File: src/rtl/buffer_flow_ctrl.sv
// buffer_flow_ctrl: occupancy-tracking flow controller for an elastic buffer.
// Tracks how many slots are held, tells upstream how many entries it may send
// and offers entries downstream, with stall (HOLD) and drain (DRAIN) modes.
// Optional feature: define BUFFER_FLOW_OVF_CHECK_EN to add the sticky ovfErr
// output.
//
// Flow handshake: every cycle upstream may deliver up to canAccept entries
// (prevSending); deliveries are counted only when canAccept is nonzero.
// Downstream is offered wantSend entries and takes min(wantSend,
// nextAccepting), reported as sending. Transfers on both sides complete on
// the rising clock edge.
module buffer_flow_ctrl #(
  parameter int unsigned CAPACITY = 8,
  parameter int unsigned MAX_IN   = 4,
  parameter int unsigned MAX_OUT  = 4
) (
  input  logic       clk,
  input  logic       rstN,
  input  logic [7:0] prevSending,
  input  logic [7:0] nextAccepting,
  input  logic [7:0] kill,
  input  logic       killAll,
  input  logic       stallReq,
  input  logic       drainReq,
  output logic [7:0] canAccept,
  output logic [7:0] wantSend,
  output logic [7:0] sending,
  output logic [7:0] fullCount,
  output logic [1:0] state,
  output logic       drainDone
`ifdef BUFFER_FLOW_OVF_CHECK_EN
  ,
  output logic       ovfErr
`endif
);

  typedef enum logic [1:0] {
    ST_RUN   = 2'b00,
    ST_HOLD  = 2'b01,
    ST_DRAIN = 2'b10
  } state_e;

  localparam logic [8:0] CAP9     = 9'(CAPACITY);
  localparam logic [8:0] MAX_IN9  = 9'(MAX_IN);
  localparam logic [8:0] MAX_OUT9 = 9'(MAX_OUT);

  state_e     state_q, state_d;
  logic [7:0] count_q, count_d;

  // 9-bit working values so subtraction and addition never wrap
  logic [8:0] cnt9, kill9, prev9, nacc9;
  logic [8:0] living, want, send, room, accept, incoming, sum;
  logic       done;

  // Occupancy arithmetic: survivors after kills, offers, acceptance, next count
  always_comb begin
    cnt9     = {1'b0, count_q};
    kill9    = {1'b0, kill};
    prev9    = {1'b0, prevSending};
    nacc9    = {1'b0, nextAccepting};
    living   = '0;
    want     = '0;
    send     = '0;
    room     = '0;
    accept   = '0;
    incoming = '0;
    sum      = '0;
    count_d  = count_q;

    if (!killAll && (kill9 <= cnt9)) living = cnt9 - kill9;

    // HOLD freezes the output side; a stall during DRAIN does the same
    if ((state_q != ST_HOLD) && !((state_q == ST_DRAIN) && stallReq))
      want = (living < MAX_OUT9) ? living : MAX_OUT9;

    send = (want < nacc9) ? want : nacc9;

    room = CAP9 - cnt9;
    if ((state_q == ST_RUN) && !drainReq)
      accept = (room < MAX_IN9) ? room : MAX_IN9;

    // Upstream deliveries are ignored entirely when nothing was granted
    if (accept != 9'd0) incoming = prev9;

    sum     = living - send + incoming;
    count_d = (sum > CAP9) ? CAP9[7:0] : sum[7:0];
  end

  // Mode FSM: drain beats stall; a drain ends when the next count is zero
  always_comb begin
    state_d = state_q;
    done    = 1'b0;
    case (state_q)
      ST_RUN: begin
        if (drainReq)      state_d = ST_DRAIN;
        else if (stallReq) state_d = ST_HOLD;
      end
      ST_HOLD: begin
        if (drainReq)       state_d = ST_DRAIN;
        else if (!stallReq) state_d = ST_RUN;
      end
      ST_DRAIN: begin
        if (count_d == 8'd0) begin
          state_d = ST_RUN;
          done    = 1'b1;
        end
      end
      default: state_d = ST_RUN;
    endcase
  end

  // Outputs are forced quiet while reset is asserted
  always_comb begin
    canAccept = '0;
    wantSend  = '0;
    sending   = '0;
    drainDone = 1'b0;
    if (rstN) begin
      canAccept = accept[7:0];
      wantSend  = want[7:0];
      sending   = send[7:0];
      drainDone = done;
    end
  end

  assign fullCount = count_q;
  assign state     = state_q;

  // State and occupancy registers
  always_ff @(posedge clk or negedge rstN) begin
    if (!rstN) begin
      state_q <= ST_RUN;
      count_q <= '0;
    end else begin
      state_q <= state_d;
      count_q <= count_d;
    end
  end

`ifdef BUFFER_FLOW_OVF_CHECK_EN
  logic ovf_q, ovf_d;

  // Sticky overflow flag: over-delivery or an unclamped sum beyond capacity
  always_comb begin
    ovf_d = ovf_q;
    if ((prev9 > accept) || (sum > CAP9)) ovf_d = 1'b1;
  end

  // Overflow flag register, cleared only by reset
  always_ff @(posedge clk or negedge rstN) begin
    if (!rstN) ovf_q <= 1'b0;
    else       ovf_q <= ovf_d;
  end

  assign ovfErr = ovf_q;
`endif

endmodule

File: config.mk
export PLATFORM = sky130hd
export DESIGN_NAME = buffer_flow_ctrl
export DESIGN_NICKNAME = d
export VERILOG_FILES = /design/src/rtl/buffer_flow_ctrl.sv
export SDC_FILE = /design/constraint.sdc
export NUM_CORES = 1
export LEC_CHECK = 0
export CAP_MARGIN = 25
export CELL_PAD_IN_SITES_DETAIL_PLACEMENT = 2
export CELL_PAD_IN_SITES_GLOBAL_PLACEMENT = 2
export CORE_ASPECT_RATIO = 1.2
export CORE_MARGIN = 4
export CORE_UTILIZATION = 27
export DETAILED_ROUTE_END_ITERATION = 8
export PLACE_DENSITY_LB_ADDON = 0.1
export SLEW_MARGIN = 0
export SYNTH_ARGS = -nofsm -noshare
export SYNTH_HDL_FRONTEND = slang
export SYNTH_SLANG_ARGS = --single-unit
File: constraint.sdc
create_clock -name clk -period 9 [get_ports clk]
set_input_delay 1.35 -clock clk [delete_from_list [all_inputs] [get_ports clk]]
set_output_delay 1.35 -clock clk [all_outputs]
set_load 0.01 [all_outputs]
==> results.sh, run 1 <==
# yosys + openroad results
export IMPL_crit_arrival_ns=7.31
export IMPL_remaining_drc_errors=0
export IMPL_p_leak_nw=1.459
export IMPL_layoutNonFillerInstCount=471
export IMPL_outcome="completed"
export IMPL_cts_root_buf="clkbuf_8"
export IMPL_path_class="input port to primary output"
export IMPL_endpoint_kind="primary output"
export IMPL_cp_max_fo=4
export IMPL_dp_cells=466
export IMPL_cp_start_kind="input port"
export IMPL_crit_end="drainDone"
export IMPL_crit_path_start="kill[1]"
export IMPL_grt_start_max_net_pins=18
export IMPL_r2r_cells=28
export IMPL_r2r_start="fullCount[0]"
export IMPL_cp_required_ns=7.65
export IMPL_worst_slew_pin_slew_ns=0.9190
export IMPL_synth_main_ff_cell="dfrtp_1"
export IMPL_dieArea_um2=9443
export IMPL_seq_share_pct=7.859
export IMPL_syn_area_um2=2146
export IMPL_grt_pass1_wl_um=12240
export IMPL_final_common_cell="clkdlybuf4s50_1"
export IMPL_cts_resized=7
export IMPL_fp_dieW_um=89.38
export IMPL_post_cts_setup_buffer_count=0
export IMPL_synth_largest_area_cell="ha_1"
export IMPL_ys_seq_share_pct=11.66
export IMPL_edf_count=0
export IMPL_max_vdd_ir_drop_mv=0.05585
export IMPL_clock_area_share_pct=1.729
export IMPL_comb_area_um2=1780
export IMPL_cts_sinks=10
export IMPL_hp_start="state[1]"
export IMPL_fmax_ghz=0.1154
export IMPL_rrSetupSlack_ns=2.89
export IMPL_finalPower_mw=0.3411
[run 1: cells by family after synthesis]
group | count (synthesis) | synth area share, %
and+or+nand+nor | 105 | 26.36
AOI/OAI and AO/OA | 60 | 20.29
buffers and inverters | 52 | 11.60
adders and majority gates | 34 | 22.97
DFF | 10 | 11.66
muxes | 8 | 4.081
xor gates and xnor gates | 7 | 2.857
other | 1 | 0.1748
[run 1: flip-flops by register name, summed over array words and instances, names as in the netlist]
signal     flops
fullCount      8
state          2
[run 1: power breakdown]
group / switching [mW] / internal (mW)
Combinational: 0.119 / 0.115
Clock: 0.0204 / 0.0387
Sequential: 0.00167 / 0.0465
[run 1: layer usage]
layer / track usage [%] / vias to the layer above / routed length [um]
met3: 2.111 / 10 / 165
met5: 0 / - / 0
met2: 31.88 / 32 / 4307
li1: - / 1144 / -
met1: 18.25 / 1118 / 2917
met4: 4.043 / 0 / 130
[run 1: cells in the mapped netlist, types with 4 or more instances]
| master | n |
|---|---|
| a21oi_1 | 16 |
| and2_1 | 6 |
| and3_1 | 8 |
| buf_2 | 4 |
| buf_4 | 11 |
| dfrtp_1 | 10 |
| fa_1 | 9 |
| ha_1 | 25 |
| inv_1 | 36 |
| mux2_2 | 6 |
| nand2_1 | 25 |
| nand2b_1 | 4 |
| nand3_1 | 8 |
| nor2_1 | 22 |
| nor3_1 | 8 |
| o211ai_1 | 5 |
| o21ai_0 | 10 |
| xnor2_1 | 4 |
[run 1: metrics by stage]
step                      utilization, %  setup WS, ns  hold WS (ns)  instance area [um2]
final                              41.31        0.3360        0.6514                 3184
after global routing               41.31      0.009113        0.6858                 3184
after floorplan                        -        0.7469        0.5970                 2213
after CTS                          40.60      0.008638        0.6435                 3129
after global placement             39.71       -0.2037        0.6092                 3060
after detailed placement           39.71       -0.3868        0.6397                 3060
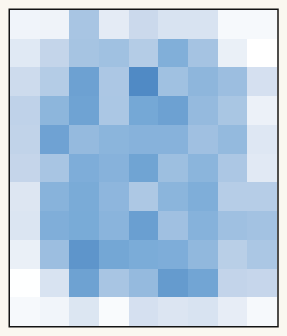
**Above:** run 1 (cell area per tile).
9 x 11 tiles, from white (low) to dark blue (high), 0 to 100% covered.
The fullest tile reaches 63%. The emptiest ninth of the die: north-east. 2.0% of the tiles are nearly empty.
Final Util: 41.31%
Initial Util: 27.84%
Core ar.: 7707 um2

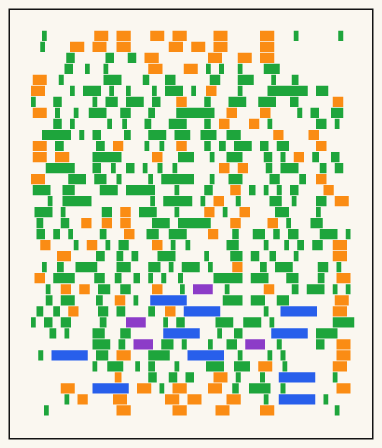
**Above:** run 1 (placement by cell class).
Key: purple = clock drivers and dummy loads [cells 4]; orange = other buffers and delay cells [cells 96]; green = combinational and other logic [cells 269]; blue = flops [cells 10]
Site Rows: 35
Final Instance Area: 3184 um2

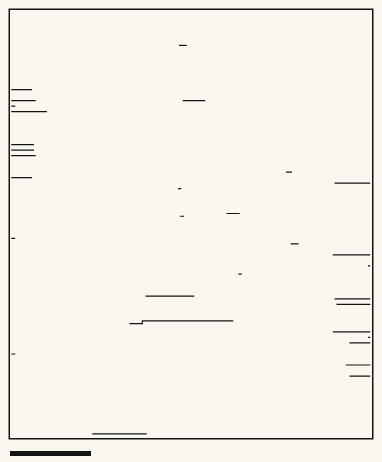
**Above:** run 1 (M3 wires).
The bar under the picture is 20 um long.
The layer holds 2.2% of the routed length. 26 nets have wire on it. The layer carries 166 um of wire. The longest straight run is 22.3 um. The wires run mostly horizontal.
vias: 2304
final wirelength: 7521 um

==> inputs of run 2 (changes only) <==
- CTS_BUF_LIST: unset -> sky130_fd_sc_hd__clkbuf_2 sky130_fd_sc_hd__clkbuf_4 sky130_fd_sc_hd__clkbuf_8
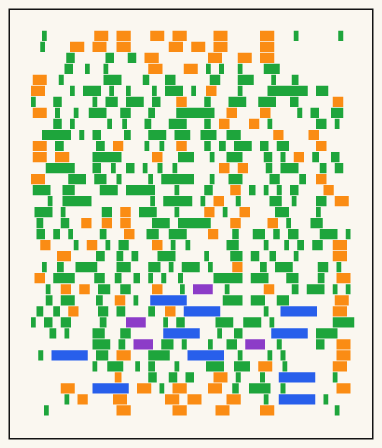
**Above:** run 2 (placement by cell class).
Key: blue = flops [cells 10]; orange = other buffers and delay cells [cells 96]; purple = clock drivers and dummy loads [cells 4]; green = combinational and other logic [cells 269]
sequential share of cell area: 7.859%

==> run 2 against run 1 <==
  * Clock skew did not move
  * Wire length did not move
  * Final area did not move
  * Global-route usage did not move
  * Worst hold slack did not move
  * Register-to-register slack barely moved
  * Clock power barely moved
  * Setup slack did not move
  * Combinational power barely moved
  * Sequential power barely moved
  * Non-clock buffer count did not move
  * Total power did not move
==> results.sh, run 2 <==
# yosys + openroad results
export IMPL_outcome="completed"
export IMPL_final_common_cell="clkdlybuf4s50_1"
export IMPL_cp_start_kind="input port"
export IMPL_synth_main_ff_cell="dfrtp_1"
export IMPL_grt_start_max_net_pins=18
export IMPL_wl_met1_um=2917
export IMPL_grt_busiest_layer="met2"
export IMPL_endpoint_kind="primary output"
export IMPL_largest_reg_flops=8
export IMPL_edf_count=0
export IMPL_layoutNonFillerInstCount=471
export IMPL_finalPower_mw=0.3411
export IMPL_synth_largest_area_cell="ha_1"
export IMPL_syn_area_um2=2146
export IMPL_crit_arrival_ns=7.31
export IMPL_switching_share_pct=41.37
export IMPL_pre_cts_ws_ns=-0.3868
export IMPL_cp_required_ns=7.65
export IMPL_placed_cell_area_um2=3060
export IMPL_num_vias=2304
export IMPL_use_met2_pct=31.88
export IMPL_route_met3_wl_um=165
export IMPL_worst_slew_pin_slew_ns=0.9190
export IMPL_intPower_mw=0.2000
export IMPL_hold_ws_ns=0.6514
export IMPL_fmax_ghz=0.1154
export IMPL_ys_seq_share_pct=11.66
export IMPL_fp_dieW_um=89.38
export IMPL_top_layer="met4"
export IMPL_use_met3_pct=2.111
export IMPL_dr_wl_met2_um=4307
export IMPL_max_vdd_ir_drop_mv=0.05585
export IMPL_fin_ws_ns=0.3360
export IMPL_r2r_cells=28
export IMPL_ys_top_cells_by_count="inv_1 (36), ha_1 (25), nand2_1 (25)"
export IMPL_p_comb_share_pct=68.6
export IMPL_cp_max_fo=4
export IMPL_dieArea_um2=9443
export IMPL_cts_sinks=10
[run 2: cell counts in the layout (fill, tap and decap cells not counted)]
Identical to the previous run, type by type.
[run 2: what timing repair did]
item / 4_1_cts / 5_1_grt
gates resized: 7 / 18
setup buffers: 0 / 1
pin swaps: 1 / 6
setup endpoints to repair: 1 / 1
[run 2: cell families after synthesis]
logic type      after synthesis  synth area share (%)
simple gates                105                 26.36
compound gates               60                 20.29
other cells                   1                0.1748
flops                        10                 11.66
buf+inv                      52                 11.60
fa+ha+maj                    34                 22.97
xor+xnor                      7                 2.857
mux                           8                 4.081
[run 2: final cells by class]
| cell class | instances | area share [%] |
|---|---|---|
| Sequential cell | 10 | 7.859 |
| Clock buffer | 4 | 1.729 |
| Timing Repair Buffer | 96 | 26.64 |
| Multi-Input combinational cell | 233 | 55.91 |
| Tap cell | 92 | 3.615 |
| Inverter | 36 | 4.244 |
[run 2: worst paths after layout]
path	start	end	slack (ns)
min in group asynchronous	rstN	state[1]	1.44
max reg2reg	fullCount[0]	state[1]	2.89
max in group asynchronous	rstN	fullCount[4]	7.37
max	kill[1]	drainDone	0.34
min	state[1]	state[0]	0.65
min reg2reg	state[1]	state[0]	0.65
[run 2: power groups by stage]
stage | sequential, mW | combinational, mW | clock [mW]
finish | 0.0482 | 0.234 | 0.0591
global route | 0.0485 | 0.263 | 0.0628
CTS | 0.0482 | 0.230 | 0.0602
detailed placement | 0.0490 | 0.226 | 0
global placement | 0.0490 | 0.219 | 0
floorplan | 0.0493 | 0.132 | 0
[run 2: worst max-delay path: cells and delay by family]
family | cells | cell delay (ns)
adder cells (fa/ha/maj) | 4 | 1.55
AND/OR/NAND/NOR | 10 | 1.87
multiplexers | 1 | 0.38
AND-OR/OR-AND | 7 | 1.27
buffers and inverters | 5 | 0.90
Power is estimated from default activity; no workload was simulated.
